Run 1, PDN straps and rails:
(6 px per micron) Pins as bars on the die edge. Tap cells in gray.
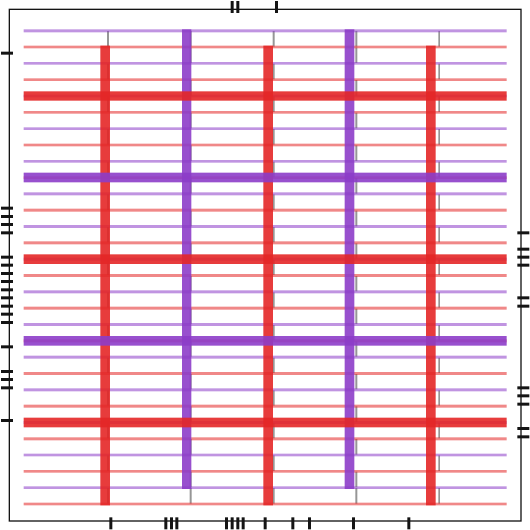
Run 1, placed cells, one color a class:
(6 px per micron) Fill, decap, tap and diode cells in gray.
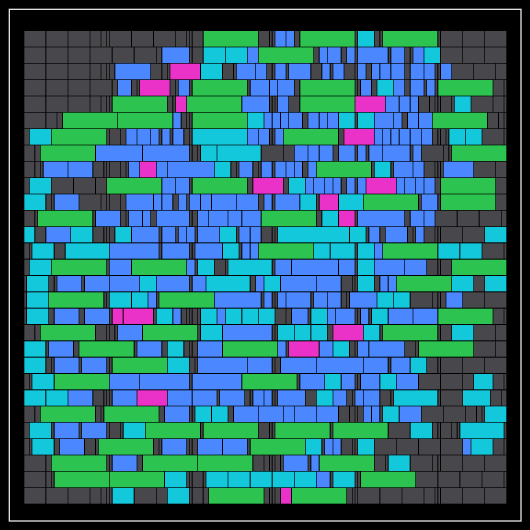
Run 1, clock wires, drivers and flops:
(4 px per micron)
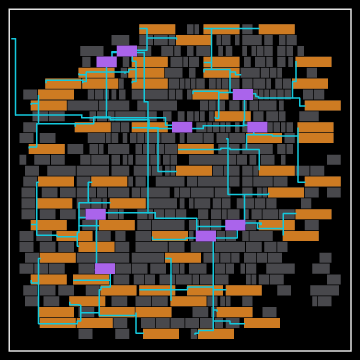
Run 1, signal wires by layer:
(6 px per micron)
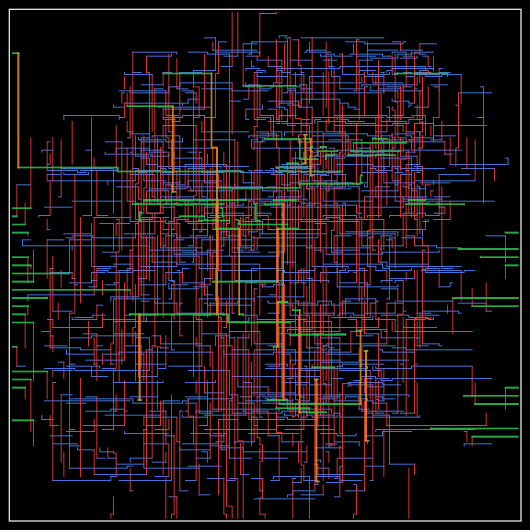
==> config.mk <==
export PLATFORM = sky130hd
export DESIGN_NAME = motor_dose_ctrl
export DESIGN_NICKNAME = d
export VERILOG_FILES = /design/src/rtl/motor_dose_ctrl.sv
export SDC_FILE = /design/constraint.sdc
export NUM_CORES = 1
export LEC_CHECK = 0
export CAP_MARGIN = 20
export CORE_MARGIN = 2
export CORE_UTILIZATION = 49
export DETAILED_ROUTE_END_ITERATION = 8
export PLACE_DENSITY = 0.76
export REMOVE_ABC_BUFFERS = 1
export SLEW_MARGIN = 30
export SYNTH_ARGS = -nofsm -noshare
export SYNTH_HDL_FRONTEND = slang
export SYNTH_SLANG_ARGS = --single-unit
==> constraint.sdc <==
create_clock -name clk -period 2.22 [get_ports clk]
set_input_delay 0.444 -clock clk [delete_from_list [all_inputs] [get_ports clk]]
set_output_delay 0.444 -clock clk [all_outputs]
set_load 0.01 [all_outputs]
==> run notes, run 1 <==
The layout was made with Yosys and OpenROAD.

The flow ran to the end, and the final reports show no timing, DRC or antenna violations. The combinational-cell power consumption is roughly 0.0019 W. Of the post-synthesis cell area, the dominant cell type holds 0.474. TritonCTS built the clock tree.

The met2 track utilization from global routing is 0.393. The post-CTS setup repair buffer count is 4. The power consumption is about 0.0044 W. The classification of the worst-slack hold path is in -> async. The share of total power dissipated in sequential elements is 0.375.

The post-CTS hold buffer count recorded in the log is 0. The worst slew slack as a fraction of its limit is 0.720. Yosys mapped a number of flops with a built-in enable equal to 0. For this run, the final setup violation count is recorded as 0. The longest incremental delay of any stage on the critical path is reported as approximately 0.56 ns. The count of cells resized by post-cts repair is 30. The initial antenna violation count came to 0. The chip footprint is approximately 7200 sq um.

The element type at the critical path end is a register. The worst register-to-register path has a setup slack of between 0.015 and 0.02 ns. The critical path depth is 7. No sink is reached through more buffers than the 2 on the longest clock path. Setup repair after global routing could not meet its margin everywhere. The library cell used as clock root buffer is clkbuf_8. The yosys-reported design area after synthesis is around 3200 sq um. The number of buffers created by CTS is 9.

The maximum frequency from static timing analysis is ~0.45 GHz. The critical path's slowest stage uses the library cell or4b_4. The number of flip-flops under the largest register name is 24. The critical path endpoint has a required time of between 2 and 2.5 ns. The count of H-tree levels built during CTS is 3.
## Picture notes: 'PDN straps and rails'
- purple: VDD
- red: VSS
- tap cells: 77
- met1 rails: 30
- met4 straps: 5
- signal pins: 46
- rows: 29
VDD IR-drop max: 0.533 mV
Die X-Extent: 85.1 microns
Chip Height: 85.1 microns

## Picture notes: 'placed cells, one color a class'
- green: registers (cells 61; share of their area 33%)
- magenta: clock drivers and dummy loads (cells 16; share of their area 3.8%)
- cyan: remaining buffers and delay cells (cells 106; share of their area 22%)
- blue: remaining logic cells (cells 233; share of their area 40%)
standard-cell rows: 29
end-of-flow core utilization: 0.737

## Picture notes: 'clock wires, drivers and flops'
- cyan: clock wires (length 814 microns)
- purple: clock-net drivers (count 9)
- orange: flip-flops (count 61)
- routed clock nets: 10
- flops lie: widely spread
P_clk: 0.000895 W
clk latency late pin: 0.34 ns
Final Skew: 0.00817 ns
fraction of power consumed by the clock network: 0.202

## Picture notes: 'signal wires by layer'
- red: M2 (wire length 4,230 microns)
- orange: M4 (wire length 224 microns)
- blue: M1 (wire length 3,610 microns)
- green: M3 (wire length 491 microns)
overall global routing resource usage: 0.237
per-cell routed wire length: 17.4 microns

==> run 1: area by class of cell <==
| class | count | area, sq um | area share |
|---|---|---|---|
| well taps | 77 | 96.3 | 0.0206 |
| repair buffers | 106 | 1030 | 0.220 |
| multi-input cells | 221 | 1810 | 0.386 |
| clock buffers | 10 | 138 | 0.0294 |
| clock inverters | 6 | 38.8 | 0.00828 |
| flip-flops and latches | 61 | 1530 | 0.326 |
| inverters | 12 | 45.0 | 0.00962 |
==> run 1: placed cells by master (no fill, tap or decap), drive strengths merged, types with 4 or more instances in the layout <==
cell / netlist / layout
nor3: 7 / 7
nand4: 4 / 4
o31ai: 10 / 10
a21oi: 12 / 12
xor2: 4 / 4
clkdlybuf4s50: 0 / 42
nor2: 39 / 39
inv: 12 / 12
mux2i: 11 / 11
dfrtp: 61 / 61
nand2: 18 / 18
nand3: 9 / 9
clkbuf: 3 / 12
nor4: 4 / 4
and3: 5 / 5
o21ai: 21 / 21
clkinv: 0 / 4
buf: 11 / 59
a31oi: 7 / 7
mux2: 37 / 37
o22ai: 7 / 7
==> run 1: through the flow <==
stage	setup WS (ns)	cell area, sq um	TNS, ns	std cells	hold slack (ns)
6_report	0.0159	4680	0	493	0.475
2_1_floorplan	-0.236	3140	-0.889	294	0.467
3_3_place_gp	-0.514	4150	-24.15	469	0.470
4_1_cts	-0.00914	4520	-0.0120	490	0.485
5_1_grt	-0.0694	4680	-0.390	493	0.515
3_5_place_dp	-0.669	4150	-27.42	469	0.470
==> run 1: cell families after synthesis <==
logic type,after synthesis,share of synthesized area
xor gates and xnor gates,4,0.0109
and+or+nand+nor,97,0.160
buffers and inverters,26,0.0393
DFF,61,0.474
adders and majority gates,4,0.0152
muxes,48,0.164
AOI/OAI and AO/OA,68,0.137
==> run 2, diff against run 1 <==
--- a/config.mk
+++ b/config.mk
@@ -6,7 +6,7 @@
 export NUM_CORES = 1
 export LEC_CHECK = 0
 export CAP_MARGIN = 20
-export CORE_MARGIN = 2
+export CORE_MARGIN = 3
 export CORE_UTILIZATION = 49
 export DETAILED_ROUTE_END_ITERATION = 8
 export PLACE_DENSITY = 0.76
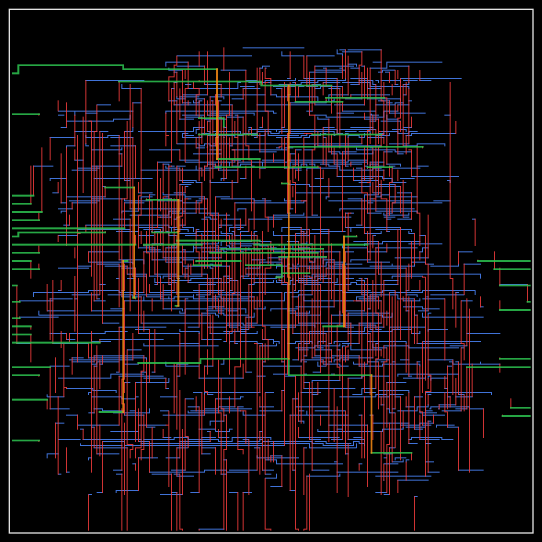
Run 2: signal wires by layer
(6 px per micron)
- green: M3 (wire length 532 microns)
- red: M2 (wire length 4,080 microns)
- orange: M4 (wire length 150 microns)
- blue: M1 (wire length 3,360 microns)
total via count in the routed design: 2,820
per-cell routed wire length: 16.6 microns
overall global routing resource usage: 0.232
wire length reported by the detailed router: 8.12 mm

==> run notes, run 2 <==
The layout was made with Yosys and OpenROAD.

The flow ran to the end, and the final reports show no timing, DRC or antenna violations. The chip footprint came to 7580 sq um (+4.8%). The power share of the clock group is 0.203 (about the same). The number of rows created at floorplan came to 28 (-3.4%).

The maximum frequency from static timing analysis is 0.461 GHz (+1.5%). The library cell used as clock root buffer is clkbuf_8. The met2 track utilization from global routing is 0.389 (-0.00423).

In the layout the commonest cells are 61 x dfrtp_1, 48 x buf_4, 42 x clkdlybuf4s50_1, 36 x mux2_2, 35 x nor2_1. The data required time of the critical path is 2.44 ns (-0.03 ns). The die extent in x is 87.1 microns (+2.4%). The yosys-reported design area after synthesis is 3220 sq um (unchanged).

The reg2reg setup slack came to 0.05 ns (+0.03 ns). Per the cell usage report, the commonest logic cell in the layout is dfrtp_1. The count of flip-flops with a built-in enable after synthesis is 0 (unchanged). The initial antenna violation count came to 0 (unchanged). The worst clock skew on the final layout is 0.0120 ns (+0.00381 ns). The count of H-tree levels built during CTS is 3 (unchanged).

The TritonCTS clock tree is done. The largest buffer count on any clock path is 2 (unchanged). The proportion of netlist area held by the largest area contributor is 0.474 (unchanged). The total negative setup slack is 0 ns (unchanged).
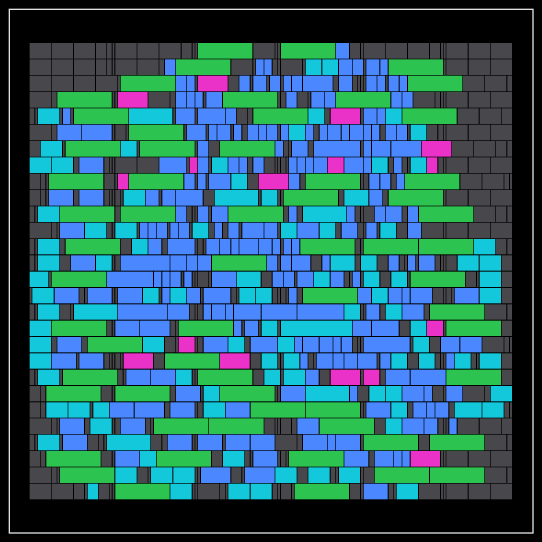
Run 2: placed cells, one color a class
(6 px per micron) Fill, decap, tap and diode cells in gray.
- cyan: remaining buffers and delay cells (cells 103; share of their area 23%)
- blue: remaining logic cells (cells 233; share of their area 39%)
- magenta: clock drivers and dummy loads (cells 16; share of their area 3.8%)
- green: registers (cells 61; share of their area 35%)
flop share of the area: 0.339
core outline area: 6130 sq um
end-of-flow core utilization: 0.735

-- run 2: cell counts after synthesis --
No cell type changed its count.
-- run 2: metrics by stage --
step                area [sq um]  std cells  hold WS, ns  setup WS, ns
finish                      4510        488        0.450        0.0489
global route                4510        488        0.499       -0.0241
CTS                         4450        488        0.460       0.00329
detailed placement          4130        464        0.471        -0.574
global placement            4130        464        0.469        -0.506
floorplan                   3140        294        0.467        -0.236
-- run 2: cells by family (layout without fill, tap and decap cells) --
| logic type | count (synthesis) | in the layout | synth area share |
|---|---|---|---|
| buf+inv | 26 | 131 | 0.0393 |
| simple gates | 97 | 97 | 0.160 |
| compound gates | 68 | 68 | 0.137 |
| fa+ha+maj | 4 | 4 | 0.0152 |
| flops | 61 | 61 | 0.474 |
| mux | 48 | 48 | 0.164 |
| xor+xnor | 4 | 4 | 0.0109 |
-- run 2: critical path: cells and delay by family (launching register included) --
family / cells / cell delay [ns]
AND-OR/OR-AND: 2 / 0.35
buffers and inverters: 1 / 0.16
flip-flops: 1 / 0.38
AND/OR/NAND/NOR: 4 / 1.14
-- run 2: cell type report --
| class | instances | area (sq um) |
|---|---|---|
| Timing Repair Buffer | 103 | 993 |
| Inverter | 12 | 45.0 |
| Sequential cell | 61 | 1530 |
| Multi-Input combinational cell | 221 | 1680 |
| Fill cell | 405 | 1620 |
| Clock inverter | 6 | 40.0 |
| Tap cell | 75 | 93.8 |
| Clock buffer | 10 | 128 |
-- run 2: power groups by stage --
stage / sequential (W) / clock, W / combinational [W]
3_3_place_gp: 0.00163 / 0 / 0.00149
6_report: 0.00165 / 0.000854 / 0.00170
3_5_place_dp: 0.00165 / 0 / 0.00153
5_1_grt: 0.00169 / 0.000925 / 0.00183
4_1_cts: 0.00164 / 0.000865 / 0.00164
2_1_floorplan: 0.00162 / 0 / 0.000780
Power and IR drop assume default switching activity.
